### config.mk
export PLATFORM = sky130hd
export DESIGN_NAME = lsu_mod
export DESIGN_NICKNAME = d
export VERILOG_FILES = /design/src/rtl/lsu_pkg.sv /design/src/rtl/lsu_align.sv /design/src/rtl/lsu_mod.sv
export SDC_FILE = /design/constraint.sdc
export NUM_CORES = 1
export LEC_CHECK = 0
export CORE_ASPECT_RATIO = 0.5
export CORE_MARGIN = 8
export CORE_UTILIZATION = 39
export CTS_CLUSTER_DIAMETER = 60
export CTS_CLUSTER_SIZE = 16
export DETAILED_ROUTE_END_ITERATION = 10
export PLACE_DENSITY = 0.72
export SYNTH_ARGS = -nofsm -noshare
export SYNTH_HDL_FRONTEND = slang
export SYNTH_HIERARCHICAL = 1
export SYNTH_SLANG_ARGS = --single-unit
export TNS_END_PERCENT = 50
### constraint.sdc
create_clock -name clk -period 6.85 [get_ports clk]
set_input_delay 1.0275 -clock clk [delete_from_list [all_inputs] [get_ports clk]]
set_output_delay 1.0275 -clock clk [all_outputs]
set_load 0.05 [all_outputs]
### src/rtl/lsu_pkg.sv
// Shared definitions for the load/store unit: FSM states, funct3 codes, access sizes
// and small decode helpers used by lsu_mod and lsu_align.
package lsu_pkg;

    typedef enum logic [1:0] {
        ST_IDLE = 2'd0,
        ST_REQ  = 2'd1,
        ST_WAIT = 2'd2,
        ST_RESP = 2'd3
    } lsu_state_e;

    // Access size is funct3[1:0] for both loads and stores.
    typedef enum logic [1:0] {
        SIZE_B = 2'b00,
        SIZE_H = 2'b01,
        SIZE_W = 2'b10
    } lsu_size_e;

    localparam logic [6:0] OPCODE_LOAD  = 7'b0000011;
    localparam logic [6:0] OPCODE_STORE = 7'b0100011;

    localparam logic [2:0] FUNC3_LB  = 3'b000;
    localparam logic [2:0] FUNC3_LH  = 3'b001;
    localparam logic [2:0] FUNC3_LW  = 3'b010;
    localparam logic [2:0] FUNC3_LBU = 3'b100;
    localparam logic [2:0] FUNC3_LHU = 3'b101;
    localparam logic [2:0] FUNC3_SB  = 3'b000;
    localparam logic [2:0] FUNC3_SH  = 3'b001;
    localparam logic [2:0] FUNC3_SW  = 3'b010;

    function automatic logic legal_funct3(input logic is_store, input logic [2:0] f3);
        if (is_store) begin
            return (f3 == FUNC3_SB) || (f3 == FUNC3_SH) || (f3 == FUNC3_SW);
        end
        return (f3 == FUNC3_LB) || (f3 == FUNC3_LH) || (f3 == FUNC3_LW) ||
               (f3 == FUNC3_LBU) || (f3 == FUNC3_LHU);
    endfunction

    function automatic logic misaligned(input logic [2:0] f3, input logic [1:0] off);
        case (lsu_size_e'(f3[1:0]))
            SIZE_H:  return off[0];
            SIZE_W:  return off != 2'b00;
            default: return 1'b0;
        endcase
    endfunction

endpackage

### src/rtl/lsu_align.sv
// Combinational lane logic: byte enables and lane-replicated write data for requests,
// and lane shift plus sign/zero extension for returning load data.
module lsu_align
    import lsu_pkg::*;
(
    input  logic [1:0]  req_size_i,
    input  logic [1:0]  req_off_i,
    input  logic [31:0] st_data_i,
    output logic [3:0]  be_o,
    output logic [31:0] wdata_o,
    input  logic [2:0]  ld_funct3_i,
    input  logic [1:0]  ld_off_i,
    input  logic [31:0] rdata_i,
    output logic [31:0] ld_data_o
);

    logic [31:0] ld_shift;

    always_comb begin
        be_o    = 4'b0000;
        wdata_o = st_data_i;
        case (lsu_size_e'(req_size_i))
            SIZE_B: begin
                be_o    = 4'b0001 << req_off_i;
                wdata_o = {4{st_data_i[7:0]}};
            end
            SIZE_H: begin
                be_o    = 4'b0011 << {req_off_i[1], 1'b0};
                wdata_o = {2{st_data_i[15:0]}};
            end
            SIZE_W: begin
                be_o    = 4'b1111;
                wdata_o = st_data_i;
            end
            default: begin
                be_o    = 4'b0000;
                wdata_o = st_data_i;
            end
        endcase
    end

    // funct3[2] selects zero extension (LBU/LHU).
    always_comb begin
        ld_shift  = rdata_i;
        ld_data_o = '0;
        case (lsu_size_e'(ld_funct3_i[1:0]))
            SIZE_B: begin
                ld_shift  = rdata_i >> {ld_off_i, 3'b000};
                ld_data_o = ld_funct3_i[2] ? {24'd0, ld_shift[7:0]}
                                           : {{24{ld_shift[7]}}, ld_shift[7:0]};
            end
            SIZE_H: begin
                ld_shift  = rdata_i >> {ld_off_i[1], 4'b0000};
                ld_data_o = ld_funct3_i[2] ? {16'd0, ld_shift[15:0]}
                                           : {{16{ld_shift[15]}}, ld_shift[15:0]};
            end
            SIZE_W: begin
                ld_data_o = ld_shift;
            end
            default: begin
                ld_data_o = '0;
            end
        endcase
    end

endmodule

### src/rtl/lsu_mod.sv
// Load/store unit: one request/grant/response transaction per accepted op, with timeout.
// Optional macro LSU_MISALIGN_TRAP_EN traps misaligned halfword/word accesses.
module lsu_mod
    import lsu_pkg::*;
#(
    parameter int unsigned TIMEOUT_CYCLES = 255,
    parameter int unsigned CNT_W          = 8
) (
    input  logic        clk,
    input  logic        rst,
    input  logic        req_valid,
    output logic        req_ready,
    input  logic [31:0] inst,
    input  logic [31:0] addr,
    input  logic [31:0] st_data,
    output logic        resp_valid,
    output logic [31:0] resp_data,
    output logic        resp_err,
    output logic        busy,
    output logic        dmem_req,
    output logic        dmem_we,
    output logic [3:0]  dmem_be,
    output logic [31:0] dmem_addr,
    output logic [31:0] dmem_wdata,
    input  logic        dmem_gnt,
    input  logic        dmem_rvalid,
    input  logic [31:0] dmem_rdata,
    input  logic        dmem_err
);

    localparam logic [CNT_W-1:0] CNT_LAST = CNT_W'(TIMEOUT_CYCLES - 1);

    lsu_state_e       state_q;
    logic [CNT_W-1:0] cnt_q;
    logic [1:0]       off_q;
    logic [2:0]       funct3_q;
    logic             we_q;

    logic        req_ready_q, busy_q, resp_valid_q, resp_err_q;
    logic        dmem_req_q, dmem_we_q;
    logic [3:0]  dmem_be_q;
    logic [31:0] resp_data_q, dmem_addr_q, dmem_wdata_q;

    logic        is_load, is_store, misalign_trap, op_ok;
    logic [3:0]  be_d;
    logic [31:0] wdata_d, ld_data_d;
    logic        unused_inst;

    assign is_load     = inst[6:0] == OPCODE_LOAD;
    assign is_store    = inst[6:0] == OPCODE_STORE;
    assign unused_inst = ^{inst[31:15], inst[11:7]};

`ifdef LSU_MISALIGN_TRAP_EN
    assign misalign_trap = misaligned(inst[14:12], addr[1:0]);
`else
    assign misalign_trap = 1'b0;
`endif

    assign op_ok = (is_load || is_store) && legal_funct3(is_store, inst[14:12]) && !misalign_trap;

    lsu_align u_align (
        .req_size_i  (inst[13:12]),
        .req_off_i   (addr[1:0]),
        .st_data_i   (st_data),
        .be_o        (be_d),
        .wdata_o     (wdata_d),
        .ld_funct3_i (funct3_q),
        .ld_off_i    (off_q),
        .rdata_i     (dmem_rdata),
        .ld_data_o   (ld_data_d)
    );

    // Counter spans REQ+WAIT; a grant or rvalid in the final allowed cycle still completes.
    always_ff @(posedge clk or posedge rst) begin
        if (rst) begin
            state_q      <= ST_IDLE;
            cnt_q        <= '0;
            off_q        <= '0;
            funct3_q     <= '0;
            we_q         <= 1'b0;
            req_ready_q  <= 1'b1;
            busy_q       <= 1'b0;
            resp_valid_q <= 1'b0;
            resp_err_q   <= 1'b0;
            resp_data_q  <= '0;
            dmem_req_q   <= 1'b0;
            dmem_we_q    <= 1'b0;
            dmem_be_q    <= '0;
            dmem_addr_q  <= '0;
            dmem_wdata_q <= '0;
        end else begin
            case (state_q)
                ST_IDLE: begin
                    if (req_valid && req_ready_q) begin
                        off_q       <= addr[1:0];
                        funct3_q    <= inst[14:12];
                        we_q        <= is_store;
                        req_ready_q <= 1'b0;
                        busy_q      <= 1'b1;
                        if (op_ok) begin
                            state_q      <= ST_REQ;
                            cnt_q        <= '0;
                            dmem_req_q   <= 1'b1;
                            dmem_we_q    <= is_store;
                            dmem_be_q    <= be_d;
                            dmem_addr_q  <= {addr[31:2], 2'b00};
                            dmem_wdata_q <= is_store ? wdata_d : '0;
                        end else begin
                            state_q      <= ST_RESP;
                            resp_valid_q <= 1'b1;
                            resp_err_q   <= 1'b1;
                            resp_data_q  <= '0;
                        end
                    end
                end
                ST_REQ: begin
                    if (dmem_gnt) begin
                        dmem_req_q <= 1'b0;
                        if (we_q) begin
                            state_q      <= ST_RESP;
                            resp_valid_q <= 1'b1;
                            resp_err_q   <= dmem_err;
                            resp_data_q  <= '0;
                        end else begin
                            state_q <= ST_WAIT;
                            cnt_q   <= cnt_q + 1'b1;
                        end
                    end else if (cnt_q == CNT_LAST) begin
                        state_q      <= ST_RESP;
                        dmem_req_q   <= 1'b0;
                        resp_valid_q <= 1'b1;
                        resp_err_q   <= 1'b1;
                        resp_data_q  <= '0;
                    end else begin
                        cnt_q <= cnt_q + 1'b1;
                    end
                end
                ST_WAIT: begin
                    if (dmem_rvalid) begin
                        state_q      <= ST_RESP;
                        resp_valid_q <= 1'b1;
                        resp_err_q   <= dmem_err;
                        resp_data_q  <= ld_data_d;
                    end else if (cnt_q == CNT_LAST) begin
                        state_q      <= ST_RESP;
                        resp_valid_q <= 1'b1;
                        resp_err_q   <= 1'b1;
                        resp_data_q  <= '0;
                    end else begin
                        cnt_q <= cnt_q + 1'b1;
                    end
                end
                ST_RESP: begin
                    state_q      <= ST_IDLE;
                    resp_valid_q <= 1'b0;
                    resp_err_q   <= 1'b0;
                    resp_data_q  <= '0;
                    busy_q       <= 1'b0;
                    req_ready_q  <= 1'b1;
                end
                default: begin
                    state_q     <= ST_IDLE;
                    dmem_req_q  <= 1'b0;
                    busy_q      <= 1'b0;
                    req_ready_q <= 1'b1;
                end
            endcase
        end
    end

    assign req_ready  = req_ready_q;
    assign busy       = busy_q;
    assign resp_valid = resp_valid_q;
    assign resp_err   = resp_err_q;
    assign resp_data  = resp_data_q;
    assign dmem_req   = dmem_req_q;
    assign dmem_we    = dmem_we_q;
    assign dmem_be    = dmem_be_q;
    assign dmem_addr  = dmem_addr_q;
    assign dmem_wdata = dmem_wdata_q;

endmodule

==> ci_impl_report.md <==
## PnR job results

| Metric | Value |
|---|---|
| Crit path max-delay family | `buffers and inverters` |
| WL per Instance | `21.7 um` |
| Outcome | `finished, final reports clean` |
| Power density cells | `350 mW/mm2` |
| Final setup viols | `0` |
| Top post-synthesis cells by count | `dfrtp_1 (119), mux2_2 (64), a22o_1 (44)` |
| Core Footprint | `0.0161 mm2` |
| Setup TNS Final | `0 ns` |
| 1st-iter DRT viols | `581` |
| MaxCap Viol Count | `0` |
| Nets | `872` |
| Port buffer count | `215` |
| Hold Path Class | `reg2reg` |
| Die Width | `196 um` |
| # H-tree levels | `4` |
| Antenna violations before repair | `0` |
| Largest net degree at the start of global routing | `68` |
| Total power | `3.17 mW` |
| Critical Path Stages | `6` |
| Fin crit share | `0.459` |
| Comb area leader | `AND-OR/OR-AND gates` |
==> layer usage <==
metal,part of all wire,vias to the layer above
li1,-,2443
met1,0.46,2678
met2,0.44,240
met3,0.091,22
met4,0.011,0
met5,0,-
==> area by class of cell <==
| cell class | count | share of cell area |
|---|---|---|
| clock buffer | 18 | 0.0474 |
| timing repair buffer | 224 | 0.245 |
| tap | 210 | 0.0290 |
| sequential | 120 | 0.332 |
| clock inverter | 13 | 0.0163 |
| inverter | 14 | 0.00608 |
| multi-input combinational | 355 | 0.324 |
==> stage by stage <==
| stage | cells | util |
|---|---|---|
| after global placement | 923 | 0.526 |
| after detailed placement | 923 | 0.526 |
| after floorplan | 540 | - |
| after global routing | 954 | 0.562 |
| after CTS | 954 | 0.562 |
| final | 954 | 0.562 |
==> where the power goes <==
part / total (mW) / switching (mW) / internal [mW]
sequential: 0.926 / 0.119 / 0.807
clock: 0.865 / 0.328 / 0.537
combinational: 1.38 / 0.858 / 0.522
total: 3.17 / 1.30 / 1.87
==> final timing paths <==
check	slack, ns	end	from
hold / removal	0.48	dmem_we$_DFFE_PP0P_	dmem_we$_DFFE_PP0P_
max in group asynchronous	4.50	resp_data[15]$_DFFE_PP0P_	rst
hold reg to reg	0.48	dmem_we$_DFFE_PP0P_	dmem_we$_DFFE_PP0P_
setup reg to reg	4.29	dmem_be[2]$_DFFE_PP0P_	state_q[1]$_DFFE_PP0P_
min in group asynchronous	1.11	dmem_addr[5]$_DFFE_PP0P_	rst
setup / recovery	3.71	dmem_be[2]$_DFFE_PP0P_	inst[13]
==> worst reg2reg max path: stages (launching register included) <==
cell	delay, ns
dfrtp_1	0.42
inv_1	0.10
ha_1	0.50
nand3_4	0.29
nand4bb_4	0.32
buf_4	0.37
mux2_2	0.45
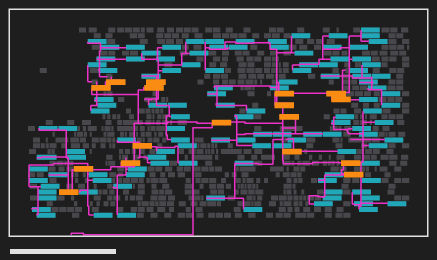
clk_routes.png
Scale bar: 50 um.
legend:
  clock drivers:
    color: orange
    count: 17
  clock wires:
    color: magenta
    length: 1,610 um
  flip-flops:
    color: cyan
    count: 120
flops lie: all over the die
routed clock nets: 18

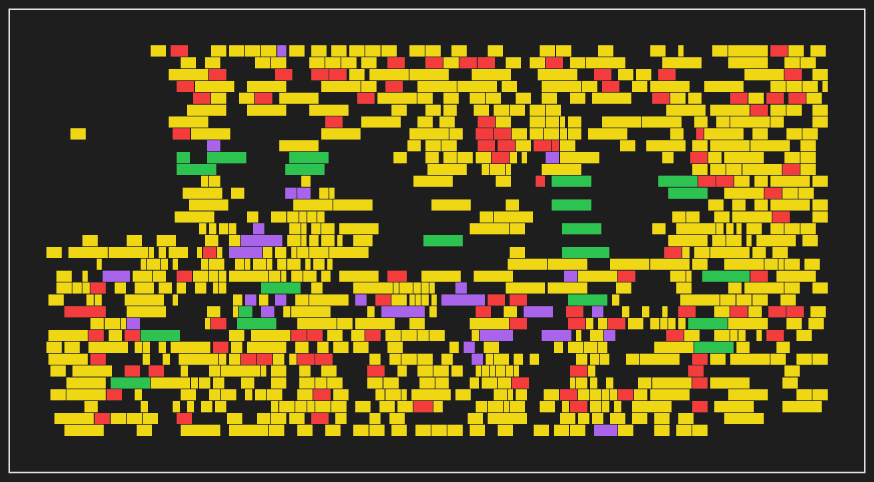
sizes.png
legend:
  _3 and _4 cells:
    color: purple
    cells: 26
    share: 3.5%
    most_used: buf_4
  _0 and _1 cells:
    color: yellow
    cells: 602
    share: 81%
    most_used: clkdlybuf4s50_1
  _2 cells:
    color: red
    cells: 95
    share: 13%
    most_used: mux2_2
  _6 and larger:
    color: green
    cells: 21
    share: 2.8%
    most_used: clkbuf_16

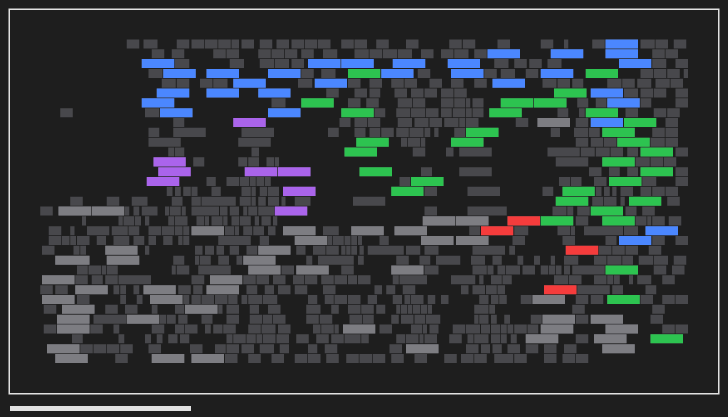
flops_by_reg.png
Scale bar: 50 um. Other sequential cells in the stronger gray, the rest of the logic in the fainter gray.
legend:
  `dmem_be`:
    color: red
    placed_flops: 4
    where: right middle
  `dmem_wdata`:
    color: green
    placed_flops: 32
  `dmem_addr`:
    color: blue
    placed_flops: 30
    where: a horizontal strip, top
  `cnt_q`:
    color: purple
    placed_flops: 8
not colored: 46

Power is estimated from default activity; no workload was simulated.
